### config.mk
export PLATFORM = sky130hd
export DESIGN_NAME = output_port_flat
export DESIGN_NICKNAME = d
export VERILOG_FILES = /design/src/rtl/output_port_pkg.sv /design/src/rtl/output_port_if.sv /design/src/rtl/output_fifo_mem.sv /design/src/rtl/output_port.sv /design/src/flat_wrapper.sv
export SDC_FILE = /design/constraint.sdc
export NUM_CORES = 1
export LEC_CHECK = 0
export CELL_PAD_IN_SITES_DETAIL_PLACEMENT = 1
export CELL_PAD_IN_SITES_GLOBAL_PLACEMENT = 1
export CORE_MARGIN = 10
export CORE_UTILIZATION = 30
export DETAILED_ROUTE_END_ITERATION = 12
export PLACE_DENSITY_LB_ADDON = 0.1
export SETUP_SLACK_MARGIN = 0.1
export SLEW_MARGIN = 40
export SYNTH_ARGS = -nofsm -noshare
export SYNTH_HDL_FRONTEND = slang
export SYNTH_SLANG_ARGS = --single-unit
### constraint.sdc
create_clock -name clk_i -period 2.55 [get_ports clk_i]
set_clock_uncertainty 0.05 [all_clocks]
set_input_delay 0.51 -clock clk_i [delete_from_list [all_inputs] [get_ports clk_i]]
set_output_delay 0.51 -clock clk_i [all_outputs]
set_load 0.005 [all_outputs]
### src/rtl/output_port_pkg.sv
// rtl/output_port_pkg.sv - shared output-stage definitions
//
// Holds the output-select encodings shared with the sequence control matrix
// and the default geometry of the output FIFO.
package output_port_pkg;

  // Output-select encodings driven by the matrix out_sel_o.
  localparam logic OUT_SEL_REG = 1'b0;  // register/ALU result word (src0_i)
  localparam logic OUT_SEL_IMM = 1'b1;  // zero-extended IR immediate (src1_i)

  // Default output FIFO geometry.
  localparam int OUT_DATA_WIDTH = 16;
  localparam int OUT_DEPTH      = 4;
  localparam int OUT_ADDR_BITS  = 2;

endpackage

### src/rtl/output_port_if.sv
// rtl/output_port_if.sv - load-side and consumer-side bus of the output stage
//
// Signals:
//   ld_ni    active-low load strobe from the matrix (out_ld_no)
//   sel_i    source select from the matrix (out_sel_o)
//   src0_i   register/ALU result word
//   src1_i   zero-extended IR immediate
//   data_o   head-of-FIFO word, 0 when empty
//   valid_o  head word is valid
//   ready_i  consumer accepts the head word
// Modports:
//   master   environment side: drives loads and ready, observes the head word
//   slave    output_port side
interface output_port_if #(
  parameter int DATA_WIDTH = 16
);

  logic                  ld_ni;
  logic                  sel_i;
  logic [DATA_WIDTH-1:0] src0_i;
  logic [DATA_WIDTH-1:0] src1_i;
  logic [DATA_WIDTH-1:0] data_o;
  logic                  valid_o;
  logic                  ready_i;

  modport master (
    output ld_ni, sel_i, src0_i, src1_i, ready_i,
    input  data_o, valid_o
  );

  modport slave (
    input  ld_ni, sel_i, src0_i, src1_i, ready_i,
    output data_o, valid_o
  );

endinterface

### src/rtl/output_fifo_mem.sv
// rtl/output_fifo_mem.sv - output FIFO storage array
//
// DEPTH x DATA_WIDTH storage with one synchronous write port and one
// asynchronous read port. Contents are never cleared.
// Ports:
//   clk_i    system clock
//   we_i     write enable
//   waddr_i  write address
//   wdata_i  write data
//   raddr_i  read address
//   rdata_o  read data (combinational)
module output_fifo_mem #(
  parameter int DATA_WIDTH = 16,
  parameter int DEPTH      = 4,
  parameter int ADDR_BITS  = 2
) (
  input  logic                  clk_i,
  input  logic                  we_i,
  input  logic [ADDR_BITS-1:0]  waddr_i,
  input  logic [DATA_WIDTH-1:0] wdata_i,
  input  logic [ADDR_BITS-1:0]  raddr_i,
  output logic [DATA_WIDTH-1:0] rdata_o
);

  logic [DATA_WIDTH-1:0] mem [DEPTH];

  always_ff @(posedge clk_i) begin
    if (we_i) begin
      mem[waddr_i] <= wdata_i;
    end
  end

  assign rdata_o = mem[raddr_i];

endmodule

### src/rtl/output_port.sv
// rtl/output_port.sv - output stage FIFO between the sequence matrix and a consumer
//
// Captures the selected datapath word on each active-low load strobe into a
// small first-word-fall-through FIFO and drains it over valid/ready.
// Ports:
//   clk_i       system clock
//   reset_i     synchronous active-high reset
//   bus         load strobe/select/sources in, head word/valid out, ready in
//   full_o      count == DEPTH; stall request to the matrix
//   empty_o     count == 0
//   count_o     number of occupied entries
//   overflow_o  sticky: a load was dropped while full
//   last_o      last word accepted into the FIFO
module output_port
  import output_port_pkg::*;
#(
  parameter int DATA_WIDTH = OUT_DATA_WIDTH,
  parameter int DEPTH      = OUT_DEPTH,
  parameter int ADDR_BITS  = OUT_ADDR_BITS
) (
  input  logic                  clk_i,
  input  logic                  reset_i,
  output_port_if.slave          bus,
  output logic                  full_o,
  output logic                  empty_o,
  output logic [ADDR_BITS:0]    count_o,
  output logic                  overflow_o,
  output logic [DATA_WIDTH-1:0] last_o
);

  logic [ADDR_BITS-1:0]  wr_ptr;
  logic [ADDR_BITS-1:0]  rd_ptr;
  logic [ADDR_BITS:0]    count;
  logic                  overflow;
  logic [DATA_WIDTH-1:0] last_word;
  logic [DATA_WIDTH-1:0] push_word;
  logic [DATA_WIDTH-1:0] rd_word;
  logic                  full;
  logic                  empty;
  logic                  push;
  logic                  pop;
  logic                  drop;

  // Flags decode from the registered count only; pointer equality is never
  // used because the pointers alias when full and when empty.
  assign full  = (count == (ADDR_BITS+1)'(DEPTH));
  assign empty = (count == '0);

  assign pop  = !empty && bus.ready_i;
  // A pop in the same cycle frees a slot, so a full FIFO can still accept.
  assign push = !bus.ld_ni && (!full || pop);
  assign drop = !bus.ld_ni && full && !pop;

  assign push_word = (bus.sel_i == OUT_SEL_IMM) ? bus.src1_i : bus.src0_i;

  always_ff @(posedge clk_i) begin
    if (reset_i) begin
      wr_ptr    <= '0;
      rd_ptr    <= '0;
      count     <= '0;
      overflow  <= 1'b0;
      last_word <= '0;
    end else begin
      if (push) begin
        wr_ptr    <= wr_ptr + ADDR_BITS'(1);
        last_word <= push_word;
      end
      if (pop) begin
        rd_ptr <= rd_ptr + ADDR_BITS'(1);
      end
      if (push && !pop) begin
        count <= count + (ADDR_BITS+1)'(1);
      end else if (pop && !push) begin
        count <= count - (ADDR_BITS+1)'(1);
      end
      if (drop) begin
        overflow <= 1'b1;
      end
    end
  end

  // Writes are suppressed during reset so a reset edge never leaves a stale
  // word behind a pointer that has just been cleared.
  output_fifo_mem #(
    .DATA_WIDTH (DATA_WIDTH),
    .DEPTH      (DEPTH),
    .ADDR_BITS  (ADDR_BITS)
  ) u_mem (
    .clk_i   (clk_i),
    .we_i    (push && !reset_i),
    .waddr_i (wr_ptr),
    .wdata_i (push_word),
    .raddr_i (rd_ptr),
    .rdata_o (rd_word)
  );

  assign bus.data_o  = empty ? '0 : rd_word;
  assign bus.valid_o = !empty;
  assign full_o      = full;
  assign empty_o     = empty;
  assign count_o     = count;
  assign overflow_o  = overflow;
  assign last_o      = last_word;

endmodule

### src/flat_wrapper.sv
// flat-port wrapper written by rule: the top's interface ports become plain ports
module output_port_flat import output_port_pkg::*;
#(
  parameter int DATA_WIDTH = OUT_DATA_WIDTH,
  parameter int DEPTH      = OUT_DEPTH,
  parameter int ADDR_BITS  = OUT_ADDR_BITS
)
  (clk_i, reset_i, full_o, empty_o, count_o, overflow_o, last_o, bus_ld_ni, bus_sel_i, bus_src0_i, bus_src1_i, bus_ready_i, bus_data_o, bus_valid_o);
  output_port_if #(.DATA_WIDTH(DATA_WIDTH)) bus_i ();
  input  logic clk_i;
  input  logic reset_i;
  output logic full_o;
  output logic empty_o;
  output logic [ADDR_BITS:0] count_o;
  output logic overflow_o;
  output logic [DATA_WIDTH-1:0] last_o;
  input wire logic [$bits(bus_i.ld_ni)-1:0] bus_ld_ni;
  input wire logic [$bits(bus_i.sel_i)-1:0] bus_sel_i;
  input wire logic [$bits(bus_i.src0_i)-1:0] bus_src0_i;
  input wire logic [$bits(bus_i.src1_i)-1:0] bus_src1_i;
  input wire logic [$bits(bus_i.ready_i)-1:0] bus_ready_i;
  output wire logic [$bits(bus_i.data_o)-1:0] bus_data_o;
  output wire logic [$bits(bus_i.valid_o)-1:0] bus_valid_o;
  assign bus_i.ld_ni = bus_ld_ni;
  assign bus_i.sel_i = bus_sel_i;
  assign bus_i.src0_i = bus_src0_i;
  assign bus_i.src1_i = bus_src1_i;
  assign bus_i.ready_i = bus_ready_i;
  assign bus_data_o = bus_i.data_o;
  assign bus_valid_o = bus_i.valid_o;
  output_port #(.DATA_WIDTH(DATA_WIDTH), .DEPTH(DEPTH), .ADDR_BITS(ADDR_BITS)) u_core (.clk_i(clk_i), .reset_i(reset_i), .bus(bus_i), .full_o(full_o), .empty_o(empty_o), .count_o(count_o), .overflow_o(overflow_o), .last_o(last_o));
endmodule
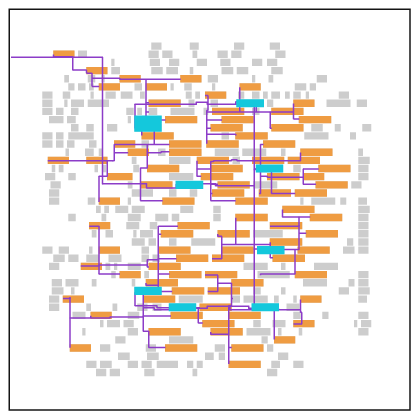
Figure 1: run 1, clock network drawn from the DEF.
Scale: 3 px per µm.
legend:
  purple:
    item: clock wires
    length: 1120 µm
  orange:
    item: flip-flops
    count: 90
  cyan:
    item: clock drivers
    count: 9
routed clock nets: 10

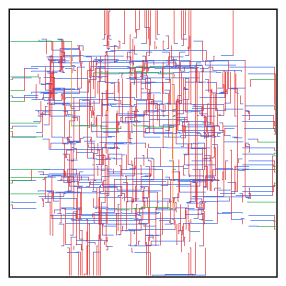
Figure 2: run 1, wiring by layer.
Scale: 2 px per µm.
legend:
  orange:
    layer: metal 4
    wire_length: 110 µm
  green:
    layer: metal 3
    wire_length: 346 µm
  red:
    layer: metal 2
    wire_length: 5000 µm
  blue:
    layer: metal 1
    wire_length: 4310 µm

==> results.py, run 1 <==
# Physical implementation metrics
metrics = {
    "status": {
        "outcome": "finished, final reports clean",
    },
    "place": {
        "hpwl_um": 6870,
    },
    "synthesis": {
        "synthTopCellsByArea": "edfxtp_1 (50%), dfxtp_1 (14%), mux4_2 (9.4%), mux2_2 (4.7%), a211oi_2 (2.6%)",
        "synth_area_mm2": 0.00384,
        "edf_count": 64,
        "synth_area_per_cell_um2": 15.5,
    },
    "final_timing": {
        "max_slew.worst_pin.slew_ns": 0.369,
        "max-slew-margin-rel": 0.752,
    },
    "power": {
        "p_sw_mw": 1.32,
    },
    "setup_path": {
        "reg2reg_setup_slack_ns": 0.29,
        "crit_required_ns": 1.99,
        "cp-start-kind": "flip-flop",
        "endpoint_kind": "primary output",
    },
    "cells_and_area": {
        "n_fill_cell": 1308,
        "nNetsFinal": 392,
        "clkbuf_count": 9,
        "ff_count": 90,
    },
    "detailed_routing": {
        "met3_length_um": 345,
        "num_vias": 2387,
    },
    "floorplan": {
        "die_h_um": 133,
    },
    "run": {
        "warning_count": 32,
    },
    "clock_tree": {
        "worstSkewPairLatency_ns": 0.33,
    },
}
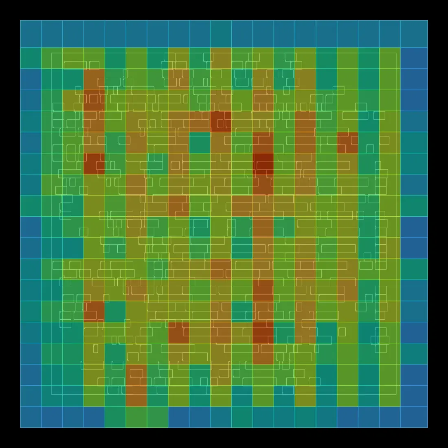
Figure 3: run 1, routing congestion map.
drt wl/cell: 18.6 µm
Post-Route Utilization: 0.421

==> run 2: changes to the inputs <==
--- a/config.mk
+++ b/config.mk
@@ -12,6 +12,7 @@
 export DETAILED_ROUTE_END_ITERATION = 12
 export PLACE_DENSITY_LB_ADDON = 0.1
 export SETUP_SLACK_MARGIN = 0.1
+export SKIP_LAST_GASP = 1
 export SLEW_MARGIN = 40
 export SYNTH_ARGS = -nofsm -noshare
 export SYNTH_HDL_FRONTEND = slang
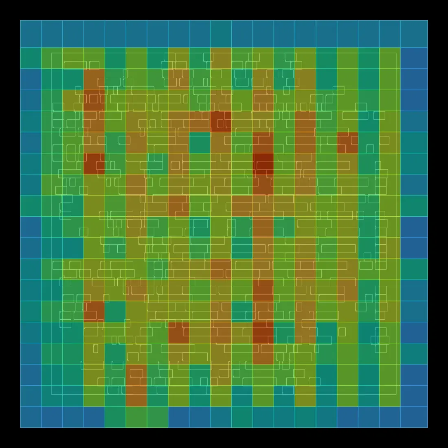
Figure 4: run 2, routing congestion map.
busiest grt layer: met2
met3 Use GR: 0.0314

==> results.py, run 2 <==
# Physical implementation metrics
metrics = {
    "cells_and_area": {
        "clkbuf_count": 9,
        "n_fill_cell": 1308,
        "fin_util": 0.421,
        "nNetsFinal": 392,
        "ff_count": 90,
    },
    "synthesis": {
        "edf_count": 64,
        "async_reset_ff_frac": 0,
        "ys.flops": 90,
        "synth_area_per_cell_um2": 15.5,
    },
    "clock_tree": {
        "worstSkewPairLatency_ns": 0.33,
    },
    "detailed_routing": {
        "met3_length_um": 345,
        "routedWlPerCell_um": 18.6,
        "postRouteAntennaNets": 0,
    },
    "final_timing": {
        "max-slew-margin-rel": 0.752,
        "fmax_ghz": 0.415,
        "worst_slack_ns": 0.138,
    },
    "setup_path": {
        "reg2reg_setup_slack_ns": 0.29,
        "crit_required_ns": 1.99,
        "max_stage_delay_ns": 0.49,
        "cp-start-kind": "flip-flop",
        "endpoint_kind": "primary output",
    },
    "power": {
        "p_sw_mw": 1.32,
    },
    "place": {
        "hpwl_um": 6870,
    },
    "run": {
        "warning_count": 32,
    },
    "status": {
        "outcome": "finished, final reports clean",
    },
    "floorplan": {
        "die_h_um": 133,
    },
}
Power is estimated from default activity; no workload was simulated.
